Figure 1. Gate families picked out.
(2 px per um)
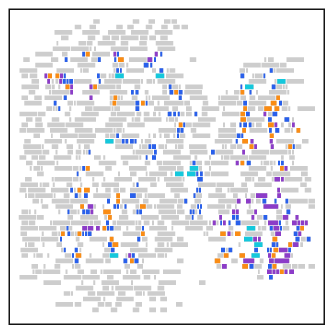
Figure 2. Signal wires by layer.
(2 px per um) Only two layers are drawn.
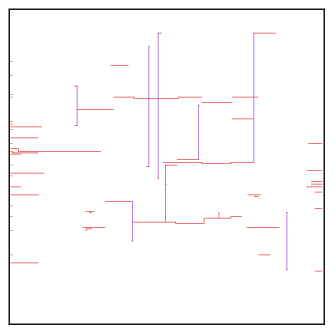
Figure 3. Clock routing.
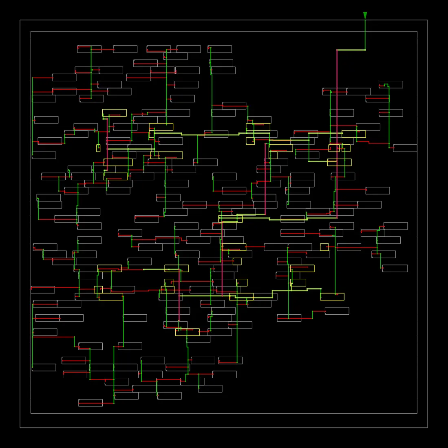
$ cat src/rtl/hall_position_decoder_pkg.sv
// Shared step encoding, hall lookup and drive mapping for the
// six-step commutation driver and the hall position decoder.
package hall_position_decoder_pkg;

  localparam logic [2:0] STEP_NONE = 3'd0;
  localparam logic [2:0] STEP_1    = 3'd1;
  localparam logic [2:0] STEP_2    = 3'd2;
  localparam logic [2:0] STEP_3    = 3'd3;
  localparam logic [2:0] STEP_4    = 3'd4;
  localparam logic [2:0] STEP_5    = 3'd5;
  localparam logic [2:0] STEP_6    = 3'd6;

  typedef enum logic {
    ST_UNKNOWN,
    ST_TRACKING
  } trk_state_t;

  function automatic logic [2:0] hall_to_step(
    input logic [2:0] code
  );
    case (code)
      3'b101:  return STEP_1;
      3'b100:  return STEP_2;
      3'b110:  return STEP_3;
      3'b010:  return STEP_4;
      3'b011:  return STEP_5;
      3'b001:  return STEP_6;
      default: return STEP_NONE;
    endcase
  endfunction

  function automatic logic [2:0] step_next(
    input logic [2:0] s
  );
    return (s == STEP_6) ? STEP_1 : s + 3'd1;
  endfunction

  function automatic logic [2:0] step_prev(
    input logic [2:0] s
  );
    return (s == STEP_1) ? STEP_6 : s - 3'd1;
  endfunction

  // Drive bits {ah, al, bh, bl, ch, cl}.
  function automatic logic [5:0] step_to_drive(
    input logic [2:0] s
  );
    case (s)
      STEP_1:  return 6'b10_01_00;
      STEP_2:  return 6'b10_00_01;
      STEP_3:  return 6'b00_10_01;
      STEP_4:  return 6'b01_10_00;
      STEP_5:  return 6'b01_00_10;
      STEP_6:  return 6'b00_01_10;
      default: return 6'b00_00_00;
    endcase
  endfunction

endpackage

$ cat src/rtl/hall_input_filter.sv
// Two-flop synchronizer plus stability filter for the 3 hall lines.
// code_stb pulses when the accepted code changes.
module hall_input_filter #(
  parameter int FILTER_CYCLES = 16
) (
  input  logic       clk,
  input  logic       reset,
  input  logic [2:0] raw,
  output logic [2:0] code,
  output logic       code_stb
);

  localparam int CW = $clog2(FILTER_CYCLES + 1);
  localparam logic [CW-1:0] CNT_MAX = CW'(FILTER_CYCLES);
  localparam logic [CW-1:0] CNT_ACC = CW'(FILTER_CYCLES - 2);

  logic [2:0]    sync1;
  logic [2:0]    sync2;
  logic [2:0]    cand;
  logic [CW-1:0] cnt;

  always_ff @(posedge clk or posedge reset) begin
    if (reset) begin
      sync1    <= '0;
      sync2    <= '0;
      cand     <= '0;
      cnt      <= '0;
      code     <= '0;
      code_stb <= 1'b0;
    end else begin
      sync1    <= raw;
      sync2    <= sync1;
      code_stb <= 1'b0;
      if (sync2 != cand) begin
        cand <= sync2;
        cnt  <= '0;
      end else begin
        if (cnt != CNT_MAX)
          cnt <= cnt + CW'(1);
        // accept as the counter reaches FILTER_CYCLES-1
        if (cnt == CNT_ACC && cand != code) begin
          code     <= cand;
          code_stb <= 1'b1;
        end
      end
    end
  end

endmodule

$ cat src/rtl/hall_position_decoder.sv
// Hall sensor position decoder: step/direction tracking, period,
// gated step rate, sticky invalid-code flag and stall detect.
module hall_position_decoder
  import hall_position_decoder_pkg::*;
#(
  parameter int FILTER_CYCLES = 16,
  parameter int GATE_CYCLES   = 50000000,
  parameter int STALL_CYCLES  = 25000000,
  parameter int PERIOD_W      = 32,
  parameter int RATE_W        = 17
) (
  input  logic                clk,
  input  logic                reset,
  input  logic                hall_a,
  input  logic                hall_b,
  input  logic                hall_c,
  output logic [2:0]          step,
  output logic                step_valid,
  output logic                dir,
  output logic                step_pulse,
  output logic [PERIOD_W-1:0] period,
  output logic [RATE_W-1:0]   rate,
  output logic                rate_valid,
  output logic                invalid_code,
  output logic                stall
);

  localparam int GW = $clog2(GATE_CYCLES + 1);
  localparam int SW = $clog2(STALL_CYCLES + 1);
  localparam logic [GW-1:0] GATE_LAST = GW'(GATE_CYCLES - 1);
  localparam logic [SW-1:0] STALL_MAX = SW'(STALL_CYCLES);

  logic [2:0]          code;
  logic                code_stb;
  logic [2:0]          new_step;
  trk_state_t          state;
  logic                adv;
  logic                fwd;
  logic                drop;
  logic                acq;
  logic [PERIOD_W-1:0] pcnt;
  logic [GW-1:0]       gate_cnt;
  logic                gate_wrap;
  logic [RATE_W-1:0]   edge_cnt;
  logic [SW-1:0]       stall_cnt;

  hall_input_filter #(
    .FILTER_CYCLES(FILTER_CYCLES)
  ) u_filter (
    .clk     (clk),
    .reset   (reset),
    .raw     ({hall_a, hall_b, hall_c}),
    .code    (code),
    .code_stb(code_stb)
  );

  assign new_step = hall_to_step(code);
  assign acq = code_stb && state == ST_UNKNOWN
               && new_step != STEP_NONE;

  always_comb begin
    adv  = 1'b0;
    fwd  = 1'b0;
    drop = 1'b0;
    if (code_stb && state == ST_TRACKING) begin
      if (new_step == step_next(step)) begin
        adv = 1'b1;
        fwd = 1'b1;
      end else if (new_step == step_prev(step)) begin
        adv = 1'b1;
      end else if (new_step != step) begin
        drop = 1'b1;
      end
    end
  end

  always_ff @(posedge clk or posedge reset) begin
    if (reset) begin
      state        <= ST_UNKNOWN;
      step         <= STEP_NONE;
      step_valid   <= 1'b0;
      dir          <= 1'b1;
      step_pulse   <= 1'b0;
      invalid_code <= 1'b0;
    end else begin
      step_pulse <= adv;
      unique case (state)
        ST_UNKNOWN: begin
          if (acq) begin
            step       <= new_step;
            step_valid <= 1'b1;
            state      <= ST_TRACKING;
          end else if (code_stb) begin
            invalid_code <= 1'b1;
          end
        end
        ST_TRACKING: begin
          if (adv) begin
            step <= new_step;
            dir  <= fwd;
          end else if (drop) begin
            step         <= STEP_NONE;
            step_valid   <= 1'b0;
            invalid_code <= 1'b1;
            state        <= ST_UNKNOWN;
          end
        end
        default: state <= ST_UNKNOWN;
      endcase
    end
  end

  // period is latched on the same edge step_pulse rises
  always_ff @(posedge clk or posedge reset) begin
    if (reset) begin
      pcnt   <= '0;
      period <= '0;
    end else if (adv || acq) begin
      pcnt <= '0;
      if (adv)
        period <= (&pcnt) ? pcnt : pcnt + PERIOD_W'(1);
    end else if (!(&pcnt)) begin
      pcnt <= pcnt + PERIOD_W'(1);
    end
  end

  assign gate_wrap = (gate_cnt == GATE_LAST);

  always_ff @(posedge clk or posedge reset) begin
    if (reset) begin
      gate_cnt   <= '0;
      edge_cnt   <= '0;
      rate       <= '0;
      rate_valid <= 1'b0;
    end else begin
      gate_cnt   <= gate_wrap ? '0 : gate_cnt + GW'(1);
      rate_valid <= gate_wrap;
      if (gate_wrap) begin
        rate     <= edge_cnt;
        edge_cnt <= RATE_W'(step_pulse);
      end else if (step_pulse && !(&edge_cnt)) begin
        edge_cnt <= edge_cnt + RATE_W'(1);
      end
    end
  end

  always_ff @(posedge clk or posedge reset) begin
    if (reset)
      stall_cnt <= '0;
    else if (state == ST_UNKNOWN || step_pulse)
      stall_cnt <= '0;
    else if (stall_cnt != STALL_MAX)
      stall_cnt <= stall_cnt + SW'(1);
  end

  assign stall = (stall_cnt >= STALL_MAX);

endmodule

$ cat config.mk
export PLATFORM = sky130hd
export DESIGN_NAME = hall_position_decoder
export DESIGN_NICKNAME = d
export VERILOG_FILES = /design/src/rtl/hall_position_decoder_pkg.sv /design/src/rtl/hall_input_filter.sv /design/src/rtl/hall_position_decoder.sv
export SDC_FILE = /design/constraint.sdc
export NUM_CORES = 1
export LEC_CHECK = 0
export CAP_MARGIN = 25
export CORE_MARGIN = 4
export CORE_UTILIZATION = 40
export CTS_CLUSTER_SIZE = 8
export DETAILED_ROUTE_END_ITERATION = 12
export SETUP_SLACK_MARGIN = 0.4
export SLEW_MARGIN = 20
export SYNTH_ARGS = -nofsm -noshare
export SYNTH_HDL_FRONTEND = slang
export SYNTH_SLANG_ARGS = --single-unit
$ cat constraint.sdc
create_clock -name clk -period 14.3 [get_ports clk]
set_input_delay 4.29 -clock clk [delete_from_list [all_inputs] [get_ports clk]]
set_output_delay 4.29 -clock clk [all_outputs]
set_load 0.01 [all_outputs]
==> impl_metrics.toml <==
# flow metrics
[outcome]
status = "complete, no violations"

[global_routing]
grt_max_degree = 105
grt_antenna_before_repair = 0
grt_first_pass_wirelength_um = 30600
grt-ovfl-total = 0
grt_pass1_vias = 6135

[placed_design]
place_congestion = 0.782
placed_cells = 1186
port_buffers = 62
place_area_mm2 = 0.00967
dp_hpwl_um = 11600

[detailed_routing]
vias_per_cell = 5.11
dr.pass1.iters = 4
routed-via-count = 6228
drc = 0
drt_iter0_drc = 290
wire_per_inst_um = 14.5
antenna_left = 0

[yosys]
synthCells = 877
yosys_area_mm2 = 0.00885
synth-warning-count = 0
avgSynthCellArea_um2 = 10.1
ff_type = "dfrtp_1"
netlist_area_mm2 = 0.00885
numSynthFlops = 176
yosys_cells = 877
edf_count = 0
yosysUniqueCellTypes = 67
synth_nets = 895
postSynth.asyncResetShare = 1.00
ys_seq_frac = 0.498

[layout]
area_growth_pct = 16.2
drive_above_1_share = 0.0745
fill_cells = 2100
instances_no_fill = 1219
final_cell_mix = "dfrtp_1 (175), nor2_1 (113), clkdlybuf4s50_1 (62)"
final_nets = 944
antenna_cells_inserted = 0
fin_area_mm2 = 0.0103

[job]
max_cap_violations = 0
warnings = 33

[timing]
rsz0062_at_grt = "false"
finalMaxSlewViolations = 0
tns_ns = 0
finalSetupViolations = 0
final_hold_viol_count = 0
tightest_slew_ns = 0.964
max_freq_mhz = 148
slew_headroom = 0.357
finalCritPeriodShare = 0.473
period_minus_slack_ns = 6.76

[setup_path]
cp.required_ns = 10.01
cp_max_fo = 5
arrival_ns = 2.47
critPathKind = "reg -> out"
r2r_setup_slack_ns = 10.67
end_kind = "primary output"
crit_path_end = "stall"
startpoint_type = "register"
reg2regPathDepth = 9
reg2reg_to = "period[12]"
r2r-start = "step[0]"
timing.critical_path.from = "stall_cnt[10]"

[floorplan]
die_x_um = 157
fp_util = 0.405
core_mm2 = 0.0218
rows = 54
dieHeight_um = 157
die-area_mm2 = 0.0246
io_pins = 63

[clocking]
cts_resized = 0
tritoncts = "done"
clk_latency_ns = 0.44
holdBufCountCts = 0
cts_max_path_buffers = 2
path_clk_slew_ns = 0.07
post-cts-setup-buffer-count = 0
h-tree-depth = 4
ctsRootBufferMaster = "clkbuf_16"
clock-sinks = 176

[pwr]
ir_drop_mv = 0.0674
power_per_cell_area_mw_per_mm2 = 95.6
p_leak_nw = 4.27

[min_path]
holdCritPathClass = "reg -> reg"
Back to the opening pictures, Figure 1:
Blue is NAND gates, cells 152. Orange is AND and OR gates, cells 58. Purple is inverting AOI/OAI gates, cells 68. Cyan is adder and majority cells, cells 13.
Comb area share: 0.394
most frequent logic cell in the layout: dfrtp_1

Back to the opening pictures, Figure 2:
Purple is met4, wire length 321 um. Red is met3, wire length 512 um.
Post-Route WL: 17600 um
GRT Util Overall: 0.151

Back to the opening pictures, Figure 3:
CTS buffer count: 17
clock skew: 0.0157 ns
CLK BUF: 19

-- worst max-delay path, cell delays in order, from the launching register on --
cell and delay (ns):
dfrtp_1 0.42, or4_1 0.54, o21ai_0 0.17, nand2b_1 0.07
a21oi_1 0.15, o21ai_0 0.08, and2_1 0.15, clkdlybuf4s50_1 0.47
-- logic make-up after synthesis --
kind of cell / count (synthesis) / share of synthesized area
xor+xnor: 93 / 0.0921
flops: 176 / 0.498
mux: 61 / 0.0721
buf+inv: 89 / 0.0465
simple gates: 367 / 0.212
compound gates: 78 / 0.0611
fa+ha+maj: 13 / 0.0184
-- metal layers --
layer	up-vias	global-route usage	part of all wire	wire, um
met3	19	0.0343	0.029	511
met1	3018	0.213	0.50	8790
met5	-	0	0	0
met4	0	0.0475	0.018	320
li1	3112	-	-	-
met2	79	0.233	0.45	8010
-- how the worst min path moves through the flow --
stage                                 start                 to  cells past startpoint
after global placement    u_filter.sync1[1]  u_filter.sync2[1]                      0
after global routing      u_filter.sync1[1]  u_filter.sync2[1]                      0
after CTS                 u_filter.sync1[1]  u_filter.sync2[1]                      0
after detailed placement  u_filter.sync1[1]  u_filter.sync2[1]                      0
after floorplan           u_filter.sync1[0]  u_filter.sync2[0]                      0
final                     u_filter.sync1[1]  u_filter.sync2[1]                      0
-- power by group --
group          switching [mW]  internal [mW]  total (mW)
Combinational          0.0111        0.00338      0.0145
Clock                   0.215          0.253       0.468
Sequential            0.00123          0.499       0.500
-- registers in the layout, summed over array words and instances, names as in the netlist, 3 cells and up --
signal          flops
edge_cnt           17
pcnt               32
u_filter.cnt        5
step                3
period             32
u_filter.sync2      3
u_filter.cand       3
u_filter.sync1      3
stall_cnt          25
gate_cnt           26
rate               17
u_filter.code       3
-- through the flow --
| stage | power [mW] | worst slack [ns] | util | hold slack (ns) |
|---|---|---|---|---|
| 3_5_place_dp | 0.525 | 7.79 | 0.443 | 0.363 |
| 6_report | 0.983 | 7.54 | 0.471 | 0.379 |
| 5_1_grt | 1.02 | 7.38 | 0.471 | 0.404 |
| 4_1_cts | 0.995 | 7.50 | 0.470 | 0.387 |
| 2_1_floorplan | 0.520 | 5.24 | - | 0.331 |
| 3_3_place_gp | 0.524 | 7.78 | 0.443 | 0.374 |
-- final cells by class --
class	instances	area, um^2	share of cell area
Clock buffer	19	443	0.0431
Tap cell	280	350	0.0341
Multi-Input combinational cell	612	4060	0.394
Clock inverter	13	144	0.0140
Inverter	51	196	0.0191
Timing Repair Buffer	68	686	0.0667
Sequential cell	176	4410	0.429
-- cells in the mapped netlist (6+ instances only) --
master	n	area (um^2)
a21oi_1	24	120
xor2_1	43	377
nand2_1	57	214
clkbuf_1	14	52.6
nand2b_1	11	68.8
o21ai_0	16	80.1
mux2_2	17	191
or3_1	11	68.8
nor3_1	23	115
nor2_1	113	424
nand3_1	47	235
buf_6	7	78.8
xnor2_1	50	438
and2_1	8	50.1
and3_1	17	106
and4_1	9	78.8
buf_2	14	70.1
nand4_1	31	194
inv_1	50	188
ha_1	13	163
nor4_1	6	37.5
mux2i_1	39	390
dfrtp_1	175	4380
Power and IR drop assume default switching activity.
